Design node_integrator, sky130hd; sources not shown.
Fig. 1: pin placement
Drawn at 1 px/um. Pins as bars across the die edge, other pins in grey.
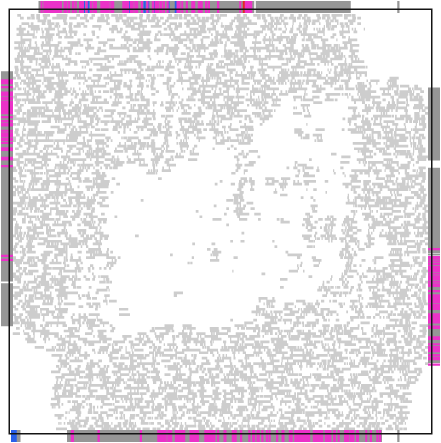
[blue] force_x | pins: 16 | direction: input | edge: 11 top, 5 bottom
[red] force_valid | pins: 1 | direction: input | edge: top
[magenta] velocities | pins: 256 | direction: output | edge: 97 bottom, 76 top, 47 right, 36 left
height of the die: 423 um
Die Wd: 421 um
IO buf count: 1056

Fig. 2: placed cells, one colour a class
Drawn at 1 px/um.
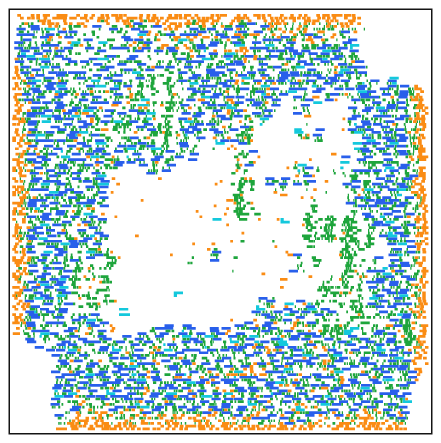
[orange] remaining buffers and delay cells | cells: 1170
[green] combinational and other logic | cells: 4366
[cyan] clock drivers and dummy loads | cells: 221
[blue] sequential cells | cells: 1024
post-layout util: 38.9%
Rows: 153
final cell area excluding filler cells: 0.0675 sq mm
core area: 0.173 sq mm

Fig. 3: routing congestion map
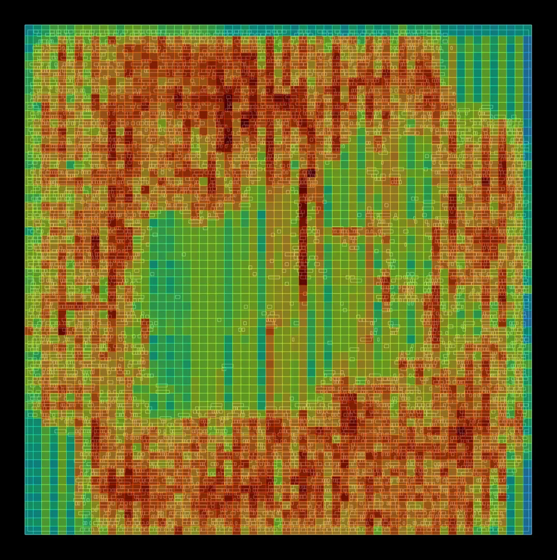
met1 GRT Util: 38.9%
GRT Util Overall: 31.8%
global route hottest layer: met2
met3 usage: 5.03%
drt wl/cell: 31.2 um

==> results.py <==
# Physical implementation metrics
metrics = {
    "drt": {
        "drcViolationCount": 0,
        "via_per_inst": 5.69,
        "via_count": 52014,
        "first_iter_violations": 6238,
        "drt_wl_total_um": 285000,
        "first_pass_iters": 6,
    },
    "clock_tree": {
        "cts.reportedPaths.clkPinSlew_ns": 0.06,
        "cts_hold_buf": 0,
        "cts_sinks": 1024,
        "worstSkewPairLatency_ns": 0.78,
        "numCtsBuffers": 118,
        "cts_tree": "yes",
        "ctsResizeCount": 0,
        "post-cts-setup-buffers": 0,
    },
    "critical_path": {
        "cp_max_fo": 29,
        "r2r_slack_ns": 36.10,
        "crit_required_ns": 47.40,
        "cp-start-kind": "primary input",
        "crit_type": "primary input to flop",
        "crit_arrival_ns": 20.36,
        "worstRegToRegCells": 32,
    },
    "placed_design": {
        "dpl.hpwl_um": 204000,
        "place_worst_setup_slack_ns": 26.41,
        "placed_area_sq_mm": 0.0634,
    },
    "final_layout": {
        "area_delta_synth_final_pct": 33.6,
        "lay_top_cells": "nand2_1, clkdlybuf4s50_1, dfrtp_1, o21ai_0, a21oi_1",
        "nets": 7304,
        "lay_top_count": "nand2_1",
        "final_cells": 9138,
    },
    "synthesis": {
        "fa_ha_area_share_pct": 2.01,
        "edf_count": 0,
        "syn_avg_cell_area_sq_um": 8.56,
        "fp_nets": 6525,
        "synth_seq_share_pct": 50.7,
        "yosys-stat-area_sq_mm": 0.0505,
        "mux_share_pct": 1.74,
        "simple_gate_share_pct": 17.5,
        "xor_share_pct": 1.08,
        "netlist_area_sq_mm": 0.0505,
        "ys_cells": 5901,
        "ys_seq_elements": 1024,
        "synth_cell_types": 73,
    },
    "flow_run": {
        "max_cap_violations": 0,
        "warning_count": 59,
    },
    "global_routing": {
        "grt.met2_usage_pct": 50.5,
        "overflow": 0,
        "grt_max_degree": 221,
        "grt_pass1_vias": 49928,
        "antenna_found_initial": 48,
        "grt_pass1_wl_um": 394000,
    },
    "status": {
        "outcome": "completed",
    },
    "sta": {
        "whs_ns": 0.326,
        "rsz0062_at_grt": "false",
        "hold_viol": 0,
        "finalCriticalPeriod_ns": 19.86,
        "tightest_slew_ns": 1.27,
        "setup_tns_ns": 0,
    },
    "worst_hold_path": {
        "hp-class": "flop to flop",
        "hold_depth": 2,
    },
    "floorplan": {
        "fp_util_pct": 29.2,
        "io_pins": 1066,
        "dieArea_sq_mm": 0.178,
    },
}
==> cells in the mapped netlist, types with 22 or more instances <==
master / n / area (sq um)
nor2_1: 91 / 342
o21ai_0: 646 / 3230
a22oi_1: 85 / 638
nor3_1: 221 / 1110
nand2b_1: 22 / 138
nand2_1: 1547 / 5810
xnor2_1: 32 / 280
o22ai_1: 189 / 1180
inv_1: 50 / 188
dfrtp_1: 1024 / 25600
o31ai_1: 78 / 586
a21oi_1: 342 / 1710
o21ai_1: 94 / 470
a31oi_1: 335 / 2100
ha_1: 70 / 876
clkbuf_1: 485 / 1820
and3_1: 30 / 188
nor4_1: 50 / 313
nand3_1: 116 / 581
a221oi_1: 62 / 543
xor2_1: 30 / 263
mux2i_1: 82 / 821
==> area by class of cell <==
cell class / count / area (sq um)
clock buffer: 173 / 3430
timing repair buffer: 1170 / 11500
multi-input combinational: 4313 / 23200
fill: 17603 / 106000
sequential: 1024 / 25600
clock inverter: 48 / 542
tap: 2325 / 2910
inverter: 53 / 206
antenna: 32 / 80.1
==> per-layer routing <==
metal / routed length, um / vias to the layer above / part of all wire (%)
met5: 0 / - / 0
met4: 16800 / 0 / 5.9
met3: 20800 / 573 / 7.3
met2: 136000 / 2719 / 48
met1: 112000 / 26081 / 39
li1: - / 22641 / -
==> cell families (layout without fill, tap and decap cells) <==
group                      count (synthesis)  count (layout)
AOI/OAI and AO/OA                       1954            1954
adders and majority gates                 80              80
xor gates and xnor gates                  62              62
other                                      0              32
DFF                                     1024            1024
and+or+nand+nor                         2131            2131
muxes                                     86              86
buffers and inverters                    564            1444
==> critical path, cell delays in order <==
cell and delay (ns):
clkdlybuf4s50_1 0.47, or4_1 0.59, nor4_1 0.55, nand2_1 0.18, xnor2_1 0.30, ha_1 0.35, and2_1 0.23, a221o_1 0.37
a22o_1 0.20, nor2_1 0.37, nand3_1 0.47, o21ai_1 0.71, ha_1 0.31, inv_1 0.06, fa_1 0.55, o311a_1 0.46
a21o_1 0.27, a21oi_4 0.60, buf_4 0.48, nand2_1 0.67, o21ai_0 0.39
